### src/rtl/arc4_pkg.sv
// arc4_pkg: shared types and constants for the ARC4 encryptor.
package arc4_pkg;

    localparam int KEY_BYTES = 3;
    localparam int S_SIZE    = 256;

    // Top-level sequencer states. The drop states are reachable only in the
    // ARC4_ENCRYPT_DROP256_EN build.
    typedef enum logic [3:0] {
        ST_IDLE,
        ST_INIT,
        ST_KSA_RD_I,
        ST_KSA_RD_J,
        ST_KSA_WR_I,
        ST_KSA_WR_J,
        ST_DROP,
        ST_DROP_STEP,
        ST_P_WAIT,
        ST_P_STEP,
        ST_P_OUT,
        ST_LEN
    } arc4_enc_state_t;

    // Key byte idx of a 24-bit key; byte 0 is the most significant.
    function automatic logic [7:0] keybyte(input logic [23:0] key, input logic [1:0] idx);
        return key[23-8*idx -: 8];
    endfunction

endpackage

### src/rtl/arc4_encrypt_if.sv
// arc4_encrypt_if: host handshake, plaintext stream, S memory and CT memory
// signals of the ARC4 encryptor. slave = encryptor side, master = environment.
interface arc4_encrypt_if;
    logic        en;
    logic        rdy;
    logic [23:0] key;
    logic        pt_valid;
    logic [7:0]  pt_data;
    logic        pt_last;
    logic        pt_ready;
    logic [7:0]  s_addr;
    logic [7:0]  s_rddata;
    logic [7:0]  s_wrdata;
    logic        s_wren;
    logic [7:0]  ct_addr;
    logic [7:0]  ct_wrdata;
    logic        ct_wren;
    logic        done;

    modport slave (
        input  en, key, pt_valid, pt_data, pt_last, s_rddata,
        output rdy, pt_ready, s_addr, s_wrdata, s_wren, ct_addr, ct_wrdata, ct_wren, done
    );

    modport master (
        output en, key, pt_valid, pt_data, pt_last, s_rddata,
        input  rdy, pt_ready, s_addr, s_wrdata, s_wren, ct_addr, ct_wrdata, ct_wren, done
    );
endinterface

### src/rtl/arc4_encrypt_prga_step.sv
// arc4_prga_step: one PRGA iteration on the external S memory.
// start_i is pulsed in the cycle the owner presents s_addr_o (= i+1 while idle);
// the step then runs RD_J, WR_I, WR_J, RD_K and the keystream byte appears on
// s_rddata in the cycle after last_o.
module arc4_prga_step (
    input  logic       clk,
    input  logic       rst_n,
    input  logic       clr_i,
    input  logic       start_i,
    input  logic [7:0] s_rddata_i,
    output logic [7:0] s_addr_o,
    output logic [7:0] s_wrdata_o,
    output logic       s_wren_o,
    output logic       last_o
);
    localparam logic [2:0] SP_IDLE = 3'd0;
    localparam logic [2:0] SP_RD_J = 3'd1;
    localparam logic [2:0] SP_WR_I = 3'd2;
    localparam logic [2:0] SP_WR_J = 3'd3;
    localparam logic [2:0] SP_RD_K = 3'd4;

    logic [2:0] st_q, st_d;
    logic [7:0] i_q, i_d, j_q, j_d, si_q, si_d, sj_q, sj_d;

    // Swap/read sequencing and the S bus it drives in each step state.
    always_comb begin
        st_d       = st_q;
        i_d        = i_q;
        j_d        = j_q;
        si_d       = si_q;
        sj_d       = sj_q;
        s_addr_o   = i_q + 8'd1;
        s_wrdata_o = '0;
        s_wren_o   = 1'b0;
        case (st_q)
            SP_IDLE: if (start_i) begin
                i_d  = i_q + 8'd1;
                st_d = SP_RD_J;
            end
            SP_RD_J: begin
                si_d     = s_rddata_i;
                j_d      = j_q + s_rddata_i;
                s_addr_o = j_d;
                st_d     = SP_WR_I;
            end
            SP_WR_I: begin
                sj_d       = s_rddata_i;
                s_addr_o   = i_q;
                s_wrdata_o = s_rddata_i;
                s_wren_o   = 1'b1;
                st_d       = SP_WR_J;
            end
            SP_WR_J: begin
                s_addr_o   = j_q;
                s_wrdata_o = si_q;
                s_wren_o   = 1'b1;
                st_d       = SP_RD_K;
            end
            SP_RD_K: begin
                s_addr_o = si_q + sj_q;
                st_d     = SP_IDLE;
            end
            default: st_d = SP_IDLE;
        endcase
        if (clr_i) begin
            st_d = SP_IDLE;
            i_d  = '0;
            j_d  = '0;
        end
    end

    assign last_o = (st_q == SP_RD_K);

    // Step state and PRGA indices.
    always_ff @(posedge clk or negedge rst_n) begin
        if (!rst_n) begin
            st_q <= SP_IDLE;
            i_q  <= '0;
            j_q  <= '0;
            si_q <= '0;
            sj_q <= '0;
        end else begin
            st_q <= st_d;
            i_q  <= i_d;
            j_q  <= j_d;
            si_q <= si_d;
            sj_q <= sj_d;
        end
    end

endmodule

### src/rtl/arc4_encrypt.sv
// arc4_encrypt: streaming ARC4 encryptor. Runs S init + KSA on an external
// 256x8 memory, encrypts a valid/ready byte stream into CT[1..N], then writes
// N to CT[0] and pulses done.
// Build option: ARC4_ENCRYPT_DROP256_EN discards 256 keystream bytes after KSA.
module arc4_encrypt
    import arc4_pkg::*;
#(
    parameter int MAX_LEN = 255
) (
    input  logic          clk,
    input  logic          rst_n,
    arc4_encrypt_if.slave bus
);
    localparam logic [7:0] MAX_B  = 8'(MAX_LEN);
    localparam logic [7:0] S_LAST = 8'(S_SIZE - 1);
    localparam logic [1:0] K_LAST = 2'(KEY_BYTES - 1);

    arc4_enc_state_t state_q, state_d;
    logic [23:0] key_q, key_d;
    logic [7:0]  i_q, i_d, j_q, j_d, si_q, si_d, pt_q, pt_d, cnt_q, cnt_d;
    logic [1:0]  kidx_q, kidx_d;
    logic        last_q, last_d;
`ifdef ARC4_ENCRYPT_DROP256_EN
    logic [7:0]  drop_q, drop_d;
`endif

    logic [7:0] top_addr, top_wrdata, ct_addr, ct_wrdata;
    logic       top_wren, ct_wren, done;
    logic       step_clr, step_start, step_last, step_wren, use_step;
    logic [7:0] step_addr, step_wrdata;

    arc4_prga_step u_step (
        .clk        (clk),
        .rst_n      (rst_n),
        .clr_i      (step_clr),
        .start_i    (step_start),
        .s_rddata_i (bus.s_rddata),
        .s_addr_o   (step_addr),
        .s_wrdata_o (step_wrdata),
        .s_wren_o   (step_wren),
        .last_o     (step_last)
    );

    // Main sequencer: init, KSA, optional drop, per-byte PRGA and length write.
    always_comb begin
        state_d    = state_q;
        key_d      = key_q;
        i_d        = i_q;
        j_d        = j_q;
        si_d       = si_q;
        kidx_d     = kidx_q;
        pt_d       = pt_q;
        last_d     = last_q;
        cnt_d      = cnt_q;
`ifdef ARC4_ENCRYPT_DROP256_EN
        drop_d     = drop_q;
`endif
        top_addr   = '0;
        top_wrdata = '0;
        top_wren   = 1'b0;
        ct_addr    = '0;
        ct_wrdata  = '0;
        ct_wren    = 1'b0;
        done       = 1'b0;
        step_clr   = 1'b0;
        step_start = 1'b0;
        case (state_q)
            ST_IDLE: if (bus.en) begin
                key_d   = bus.key;
                i_d     = '0;
                cnt_d   = '0;
                state_d = ST_INIT;
            end
            ST_INIT: begin
                top_addr   = i_q;
                top_wrdata = i_q;
                top_wren   = 1'b1;
                step_clr   = 1'b1;
                i_d        = i_q + 8'd1;
                if (i_q == S_LAST) begin
                    j_d     = '0;
                    kidx_d  = '0;
                    state_d = ST_KSA_RD_I;
                end
            end
            ST_KSA_RD_I: begin
                top_addr = i_q;
                state_d  = ST_KSA_RD_J;
            end
            ST_KSA_RD_J: begin
                si_d     = bus.s_rddata;
                j_d      = j_q + bus.s_rddata + keybyte(key_q, kidx_q);
                top_addr = j_d;
                state_d  = ST_KSA_WR_I;
            end
            ST_KSA_WR_I: begin
                top_addr   = i_q;
                top_wrdata = bus.s_rddata;
                top_wren   = 1'b1;
                state_d    = ST_KSA_WR_J;
            end
            ST_KSA_WR_J: begin
                top_addr   = j_q;
                top_wrdata = si_q;
                top_wren   = 1'b1;
                kidx_d     = (kidx_q == K_LAST) ? 2'd0 : kidx_q + 2'd1;
                i_d        = i_q + 8'd1;
                if (i_q == S_LAST) begin
                    j_d = '0;
`ifdef ARC4_ENCRYPT_DROP256_EN
                    drop_d  = '0;
                    state_d = ST_DROP;
`else
                    state_d = ST_P_WAIT;
`endif
                end else begin
                    state_d = ST_KSA_RD_I;
                end
            end
`ifdef ARC4_ENCRYPT_DROP256_EN
            ST_DROP: begin
                step_start = 1'b1;
                state_d    = ST_DROP_STEP;
            end
            ST_DROP_STEP: if (step_last) begin
                drop_d  = drop_q + 8'd1;
                state_d = (drop_q == S_LAST) ? ST_P_WAIT : ST_DROP;
            end
`endif
            ST_P_WAIT: if (bus.pt_valid) begin
                step_start = 1'b1;
                pt_d       = bus.pt_data;
                last_d     = bus.pt_last;
                state_d    = ST_P_STEP;
            end
            ST_P_STEP: if (step_last) state_d = ST_P_OUT;
            ST_P_OUT: begin
                ct_addr   = cnt_q + 8'd1;
                ct_wrdata = pt_q ^ bus.s_rddata;
                ct_wren   = 1'b1;
                cnt_d     = cnt_q + 8'd1;
                state_d   = (last_q || (cnt_q + 8'd1 == MAX_B)) ? ST_LEN : ST_P_WAIT;
            end
            ST_LEN: begin
                ct_addr   = '0;
                ct_wrdata = cnt_q;
                ct_wren   = 1'b1;
                done      = 1'b1;
                state_d   = ST_IDLE;
            end
            default: state_d = ST_IDLE;
        endcase
    end

    // The PRGA step owns the S bus while waiting for a byte and while stepping.
    assign use_step = (state_q == ST_P_WAIT) || (state_q == ST_P_STEP) ||
                      (state_q == ST_DROP)   || (state_q == ST_DROP_STEP);

    assign bus.s_addr    = use_step ? step_addr   : top_addr;
    assign bus.s_wrdata  = use_step ? step_wrdata : top_wrdata;
    assign bus.s_wren    = use_step ? step_wren   : top_wren;
    assign bus.ct_addr   = ct_addr;
    assign bus.ct_wrdata = ct_wrdata;
    assign bus.ct_wren   = ct_wren;
    assign bus.done      = done;
    assign bus.rdy       = (state_q == ST_IDLE);
    assign bus.pt_ready  = (state_q == ST_P_WAIT);

    // Sequencer registers.
    always_ff @(posedge clk or negedge rst_n) begin
        if (!rst_n) begin
            state_q <= ST_IDLE;
            key_q   <= '0;
            i_q     <= '0;
            j_q     <= '0;
            si_q    <= '0;
            kidx_q  <= '0;
            pt_q    <= '0;
            last_q  <= 1'b0;
            cnt_q   <= '0;
`ifdef ARC4_ENCRYPT_DROP256_EN
            drop_q  <= '0;
`endif
        end else begin
            state_q <= state_d;
            key_q   <= key_d;
            i_q     <= i_d;
            j_q     <= j_d;
            si_q    <= si_d;
            kidx_q  <= kidx_d;
            pt_q    <= pt_d;
            last_q  <= last_d;
            cnt_q   <= cnt_d;
`ifdef ARC4_ENCRYPT_DROP256_EN
            drop_q  <= drop_d;
`endif
        end
    end

endmodule

### src/flat_wrapper.sv
// flat-port wrapper written by rule: the top's interface ports become plain ports
module arc4_encrypt_flat import arc4_pkg::*;
#(
    parameter int MAX_LEN = 255
)
  (clk, rst_n, bus_en, bus_key, bus_pt_valid, bus_pt_data, bus_pt_last, bus_s_rddata, bus_rdy, bus_pt_ready, bus_s_addr, bus_s_wrdata, bus_s_wren, bus_ct_addr, bus_ct_wrdata, bus_ct_wren, bus_done);
  arc4_encrypt_if bus_i ();
  input  logic clk;
  input  logic rst_n;
  input wire logic [$bits(bus_i.en)-1:0] bus_en;
  input wire logic [$bits(bus_i.key)-1:0] bus_key;
  input wire logic [$bits(bus_i.pt_valid)-1:0] bus_pt_valid;
  input wire logic [$bits(bus_i.pt_data)-1:0] bus_pt_data;
  input wire logic [$bits(bus_i.pt_last)-1:0] bus_pt_last;
  input wire logic [$bits(bus_i.s_rddata)-1:0] bus_s_rddata;
  output wire logic [$bits(bus_i.rdy)-1:0] bus_rdy;
  output wire logic [$bits(bus_i.pt_ready)-1:0] bus_pt_ready;
  output wire logic [$bits(bus_i.s_addr)-1:0] bus_s_addr;
  output wire logic [$bits(bus_i.s_wrdata)-1:0] bus_s_wrdata;
  output wire logic [$bits(bus_i.s_wren)-1:0] bus_s_wren;
  output wire logic [$bits(bus_i.ct_addr)-1:0] bus_ct_addr;
  output wire logic [$bits(bus_i.ct_wrdata)-1:0] bus_ct_wrdata;
  output wire logic [$bits(bus_i.ct_wren)-1:0] bus_ct_wren;
  output wire logic [$bits(bus_i.done)-1:0] bus_done;
  assign bus_i.en = bus_en;
  assign bus_i.key = bus_key;
  assign bus_i.pt_valid = bus_pt_valid;
  assign bus_i.pt_data = bus_pt_data;
  assign bus_i.pt_last = bus_pt_last;
  assign bus_i.s_rddata = bus_s_rddata;
  assign bus_rdy = bus_i.rdy;
  assign bus_pt_ready = bus_i.pt_ready;
  assign bus_s_addr = bus_i.s_addr;
  assign bus_s_wrdata = bus_i.s_wrdata;
  assign bus_s_wren = bus_i.s_wren;
  assign bus_ct_addr = bus_i.ct_addr;
  assign bus_ct_wrdata = bus_i.ct_wrdata;
  assign bus_ct_wren = bus_i.ct_wren;
  assign bus_done = bus_i.done;
  arc4_encrypt #(.MAX_LEN(MAX_LEN)) u_core (.clk(clk), .rst_n(rst_n), .bus(bus_i));
endmodule
### config.mk
export PLATFORM = sky130hd
export DESIGN_NAME = arc4_encrypt_flat
export DESIGN_NICKNAME = d
export VERILOG_FILES = /design/src/rtl/arc4_pkg.sv /design/src/rtl/arc4_encrypt_if.sv /design/src/rtl/arc4_encrypt_prga_step.sv /design/src/rtl/arc4_encrypt.sv /design/src/flat_wrapper.sv
export SDC_FILE = /design/constraint.sdc
export NUM_CORES = 1
export LEC_CHECK = 0
export ABC_AREA = 1
export CORE_UTILIZATION = 40
export CTS_BUF_LIST = sky130_fd_sc_hd__clkbuf_4
export CTS_CLUSTER_SIZE = 16
export DETAILED_ROUTE_END_ITERATION = 8
export PLACE_DENSITY_LB_ADDON = 0.08
export SYNTH_ARGS = -nofsm -noshare
export SYNTH_HDL_FRONTEND = slang
export SYNTH_SLANG_ARGS = --single-unit
### constraint.sdc
create_clock -name clk -period 12.1 [get_ports clk]
set_clock_uncertainty 0.05 [all_clocks]
set_input_delay 2.42 -clock clk [delete_from_list [all_inputs] [get_ports clk]]
set_output_delay 2.42 -clock clk [all_outputs]
set_load 0.02 [all_outputs]
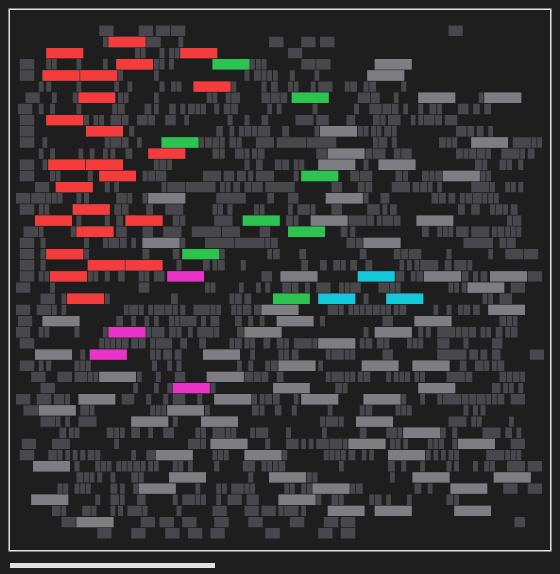
Run 1: sequential cells coloured by netlist name
The bar under the picture is 50 um long.
- red: `u_core.key_q` (flops 24)
- cyan: `u_core.u_step.st_q` (flops 3)
- green: `u_core.j_q` (flops 8)
- magenta: `u_core.state_q` (flops 4)
Final Util: 0.485
Seq group: 569 uW
Seq area share: 0.339

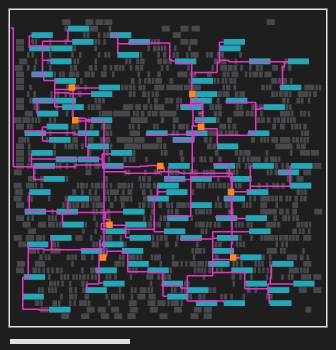
Run 1: clock distribution
The bar under the picture is 50 um long.
- cyan: flip-flops (count 106)
- magenta: clock wires (length 1470 um)
- orange: clock-net drivers (count 9)
- routed clock nets: 10
clock share of power: 0.088
Clk power: 167 uW
Insertion Delay late pin: 0.48 ns

==> Slide: Implementation Results, run 1 <==
Implementation Results

Final timing
  • Period utilisation layout: 0.677
  • Relative max-transition margin: 0.275
  • Final Critical Period: 8.19 ns
  • Final Max-Slew Violation Tally: 0
  • Final Hold Fails: 0
  • Measured slew at the worst slew-check pin: between 1 and 1.5 ns
  • Final setup violation count: 0
  • RSZ-0062 raised after global routing: false

Setup path
  • Worst R2R Start: u_core.kidx_q[0]$_DFFE_PN0P_
  • Worst EP required: approximately 9.6 ns
  • Setup crit end kind: primary output
  • Worst reg-to-reg path cell count: 15
  • CP Launch Type: input pin
  • R2R Setup Slk: between 7 and 8 ns
  • Critical Path End: bus_s_addr[5]
  • Critical path type: input pin to primary output

GRT
  • Global-route wire length before repair: just over 30 mm
  • Overall routing resource usage: 0.230
  • Largest net degree at the start of global routing: ~70
  • Initial antenna violation count: 1

Floorplanning
  • Top Ports: about 82
  • DIE AREA: between 15000 and 20000 sq um
  • Tap cells: 216
  • Die width: between 100 and 150 um
  • Fp util: 0.417

Power
  • Pwr top: combinational logic
  • Switching Power: around 950 uW
  • Combinational group share of total power: 0.614
  • Sw Share: 0.499
  • Int Power: 956 uW
  • Max VDD drop: a little under 100 uV
  • Leakage power: roughly 0.0039 uW
  • Sequential Power Share: 0.298
  • Final Total Pwr: ~1900 uW
  • Logic power comb: between 1000 and 1500 uW

Synthesis
  • Top logic family: simple AND/OR/NAND/NOR gates
  • Adder Area Share: 0.0801
  • Yosys aoi share: 0.145
  • Synth top area share: 0.395
  • Yosys cell count: 923
  • Yosys top cell by area: dfrtp_1
  • Ys flops: 106
  • Syn_nets: around 1000
  • MUX area fraction: 0
  • Top area cell types: dfrtp_1 (40%), nand2_1 (19%), inv_1 (6.2%)
  • Yosys warns: 0
  • Yosys stat area: roughly 6700 sq um
  • Synth Area in Simple Gates: 0.284
  • Post-Syn Area per Cell: 7.27 sq um
  • Post-Syn Area: 6710 sq um

Detailed routing
  • DRT Pass-1 Iters: 5
  • Initial DRC Count: about 380
  • WL final: 19.1 mm
  • Drt drc: 0
  • Post-DR vias/cell: about 5
  • Antenna violation net count after detailed routing: 0

Final layout
  • Most frequent logic cell in the layout: nand2_1
  • Fraction of layout cells with a size suffix above 1: 0.0329
  • Largest register by flop count: u_core.key_q
  • Final net count: about 1100
  • Filler instances: roughly 1600
  • Clock buf count: 10
  • Largest register FFs: 24
  • Dominant kind of cell by area: multi-input combinational cells
  • Non-Clock Buffer Count: approximately 85
  • Number of antenna diodes: 1
  • Signal buf overhead: 0.107
  • Comb_multi_in: 679
  • Storage element area: 2650 sq um

Clock network
  • CTS Buf Count: 9
  • CTS Root Cell: clkbuf_4
  • Depth of the CTS H-tree: 3
  • Post-CTS Hold Buffers: 0
  • CTS max path bufs: 2

Hold path
  • Worst hold path startpoint: u_core.key_q[15]$_DFFE_PN0P_
  • Hold Path Sink: u_core.key_q[15]$_DFFE_PN0P_
  • Hold depth: 2
  • Tightest Hold Check Type: register to register

Place
  • Detail Placement HPWL: ~14 mm
  • Placed inst area: 7710 sq um
  • Port bufs: slightly above 80
  • RD Place Congestion: 0.851

Flow run
  • Max Cap Viol: 0

Run status
  • Status: finished clean
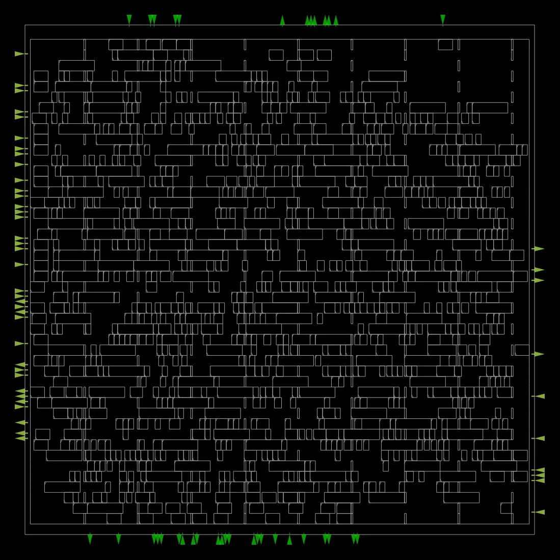
Run 1: cell placement
Rows: 46
core region area: 16100 sq um
Final Non-Filler Cells: 1219

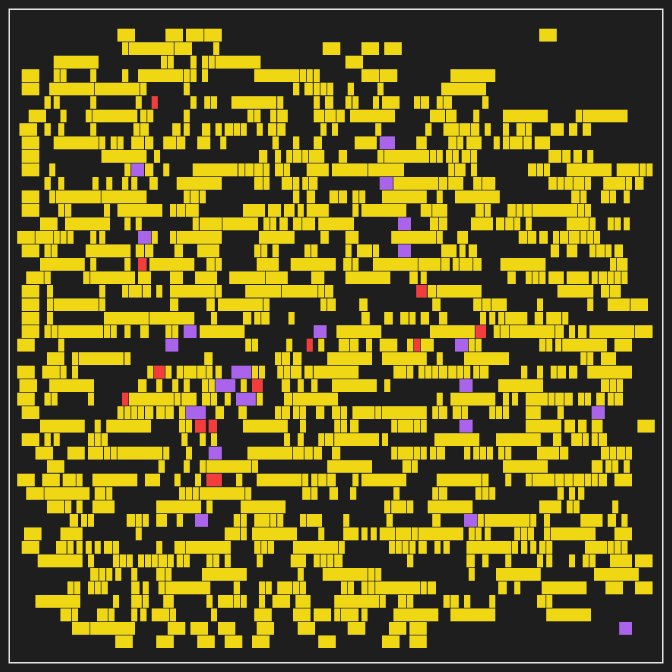
Run 1: cells by drive strength
- purple: x3 and x4 (cells 21; share 2.1%; most used clkbuf_4)
- yellow: x1 and smaller (cells 969; share 97%; most used nand2_1)
- red: x2 (cells 12; share 1.2%; most used inv_2)
area grow syn2layout: 16.5%
slack of the critical path: 3.91 ns
Finished Cell Area: 7820 sq um

==> run 1: per-stage QoR <==
| step | util | hold slack, ns | instances |
|---|---|---|---|
| after floorplan | - | 0.393 | 923 |
| after global placement | 0.478 | 0.415 | 1202 |
| after detailed placement | 0.478 | 0.415 | 1202 |
| after CTS | 0.485 | 0.452 | 1218 |
| after global routing | 0.485 | 0.476 | 1219 |
| final | 0.485 | 0.451 | 1219 |
==> run 1: cell usage after synthesis <==
library cell and instances:
a211oi_1 12, a21o_1 1, a21oi_1 56, a221o_1 1
a221oi_1 2, a22oi_1 2, buf_1 2, buf_2 11
buf_4 2, buf_6 1, clkbuf_1 6, clkinv_1 1
dfrtp_1 106, fa_1 10, ha_1 27, inv_1 111
inv_2 4, nand2_1 337, nand2_2 2, nand2b_1 2
nand3_1 51, nand3b_1 1, nand4_1 12, nor2_1 47
nor2_2 3, nor2_4 4, nor3_1 7, o2111ai_1 9
o211ai_1 2, o21ai_0 51, o21ai_2 1, o21bai_1 1
o22ai_1 18, o31ai_1 1, o32ai_1 8, xnor2_1 4
xor2_1 7
==> run 1: metal layers <==
metal / vias to the layer above / wire (um) / track usage
li1: 3169 / - / -
met1: 2808 / 9560 / 0.342
met2: 171 / 8210 / 0.340
met3: 23 / 884 / 0.0313
met4: 0 / 397 / 0.0756
met5: - / 0 / 0
==> run 1: worst max-delay path, stage by stage <==
cell and delay, ns:
clkdlybuf4s50_1 0.71, fa_1 0.67, ha_1 0.18, inv_1 0.07
fa_1 0.42, nor2_1 0.12, o21ai_0 0.09, nand2_1 0.08
xor2_1 0.20, a21oi_1 0.10, nand2_1 0.08, clkdlybuf4s50_1 0.60
Run 1, wiring heat map:
The die is cut into 26 by 26 equal tiles; dark blue is low, red is high, scaled to the fullest tile. Values are wire area over tile area, all layers added.
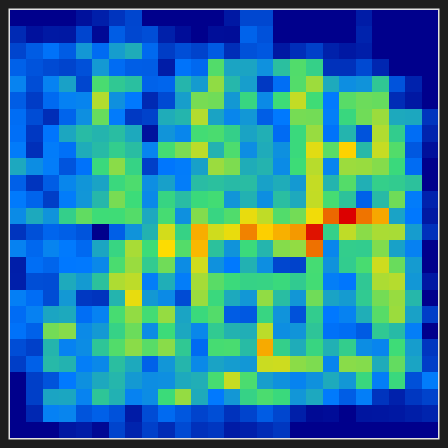

==> run 2: changes to the inputs <==
Clock period 12.1 ns to 6.9 ns, I/O delays scaled along.
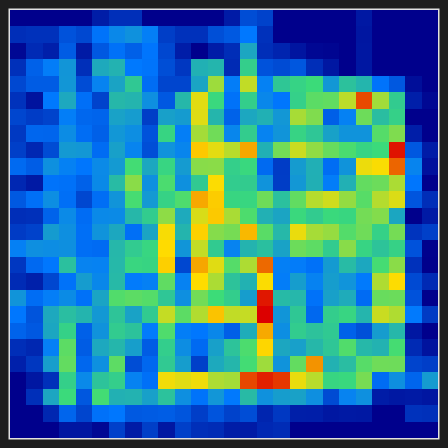
Run 2: wiring heat map
The die is cut into 26 by 26 equal tiles; dark blue is low, red is high, scaled to the fullest tile. Values are wire area over tile area, all layers added.
- mean over tiles: 0.18
- densest ninth of the die: centre
- fullest tile: 0.58
routed length per instance: 15.9 um
WL final: 19.4 mm
via count: 6274
overall routing resource usage: 0.232

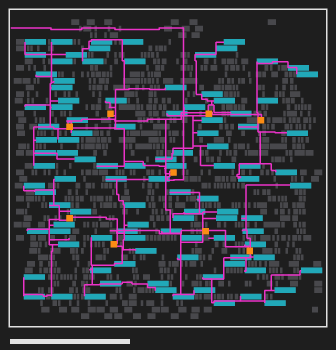
Run 2: clock distribution
The bar under the picture is 50 um long.
- magenta: clock wires (length 1520 um)
- orange: clock-net drivers (count 9)
- cyan: flip-flops (count 106)
- flops lie: widely spread
- routed clock nets: 10
Clk power: 322 uW
clock share of power: 0.096

==> Slide: Implementation Results, run 2 <==
Implementation Results

Place
  • Placed inst area: 7750 sq um (+0.49%)
  • RD Place Congestion: 0.872 (+2.5%)

Synthesis
  • Yosys stat area: 6710 sq um (unchanged)
  • Post-Syn Area: 6710 sq um (unchanged)
  • Yosys cell count: 923 (unchanged)
  • Async set-reset flop share out of synthesis: 1.00 (unchanged)
  • Top FF cell, synth: dfrtp_1

GRT
  • GRT Max-Usage Layer: met2
  • M3 GR Usage: 0.0536 (+0.0224)
  • Initial antenna violation count: 1 (unchanged)
  • Global-route wire length before repair: 31.3 mm (+0.42%)

Clock network
  • Insertion Delay late pin: 0.51 ns (+0.03 ns)
  • Post-CTS Hold Buffers: 0 (unchanged)

Final layout
  • Largest register FFs: 24 (unchanged)
  • Final Util: 0.489 (+0.00349)
  • Fraction of layout cells with a size suffix above 1: 0.0397 (+0.00679)

Floorplanning
  • Die width: 132 um (unchanged)
  • Rows: 46 (unchanged)
  • Top Ports: 82 (unchanged)
  • Fp util: 0.417 (unchanged)

Power
  • Logic power comb: 2050 uW (+75%)
  • Sw Share: 0.502 (+0.00325)
  • Combinational group share of total power: 0.607 (-0.007)

Final timing
  • RSZ-0062 raised after global routing: false
  • Hold_ws: 0.457 ns (+0.00545 ns)
  • Period utilisation layout: 0.930

Setup path
  • Critical path type: register to primary output
  • Slowest CP cell: ha_1
  • Worst R2R Start: u_core.kidx_q[0]$_DFFE_PN0P_

Detailed routing
  • DRT Pass-1 Iters: 5 (unchanged)
  • Antenna violation net count after detailed routing: 0 (unchanged)
  • Uppermost layer routed: met4
  • Met2 WL: 8.41 mm (+2.4%)
  • Initial DRC Count: 391 (+2.9%)

Hold path
  • Worst hold path startpoint: u_core.key_q[12]$_DFFE_PN0P_
  • Tightest Hold Check Type: register to register

Run status
  • Status: finished clean
run 2: cell types whose count changed in the layout (fill, tap and decap cells not counted):
cell	change
clkinv_1	-2
inv_8	+1
clkbuf_4	-1
inv_6	+3
buf_4	+5
clkinv_2	-2
clkinv_4	-1
clkinvlp_4	+2
run 2: final cells by class:
| type | instances | area [sq um] |
|---|---|---|
| Clock inverter | 7 | 60.1 |
| Tap cell | 216 | 270 |
| Timing Repair Buffer | 90 | 876 |
| Multi-Input combinational cell | 679 | 3510 |
| Sequential cell | 106 | 2650 |
| Inverter | 116 | 435 |
| Antenna cell | 1 | 2.50 |
| Fill cell | 1636 | 8240 |
| Clock buffer | 9 | 67.6 |
run 2: how the worst min path moves through the flow:
stage                                              endpoint  slack [ns]
final                          u_core.key_q[12]$_DFFE_PN0P_        0.46
after floorplan                   u_core.last_q$_DFFE_PN0P_        0.39
after CTS                 u_core.u_step.sj_q[4]$_DFFE_PN0P_        0.46
after global routing      u_core.u_step.sj_q[2]$_DFFE_PN0P_        0.49
after detailed placement  u_core.u_step.sj_q[4]$_DFFE_PN0P_        0.42
after global placement    u_core.u_step.sj_q[0]$_DFFE_PN0P_        0.42
run 2: cell families (layout without fill, tap and decap cells):
family / after synthesis / count (layout) / synth area share
simple gates: 466 / 466 / 0.284
compound gates: 165 / 165 / 0.145
buf+inv: 138 / 222 / 0.0815
flops: 106 / 106 / 0.395
fa+ha+maj: 37 / 37 / 0.0801
xor+xnor: 11 / 11 / 0.0144
other cells: 0 / 1 / 0
run 2: critical path, delay by kind of cell (launching register included):
family	cells	cell delay, ns
compound gates	4	0.43
xor+xnor	1	0.19
fa+ha+maj	4	1.67
buf+inv	4	1.31
flops	1	0.57
simple gates	3	0.29
Power figures rest on the tool's default switching activity, not on a simulated workload.
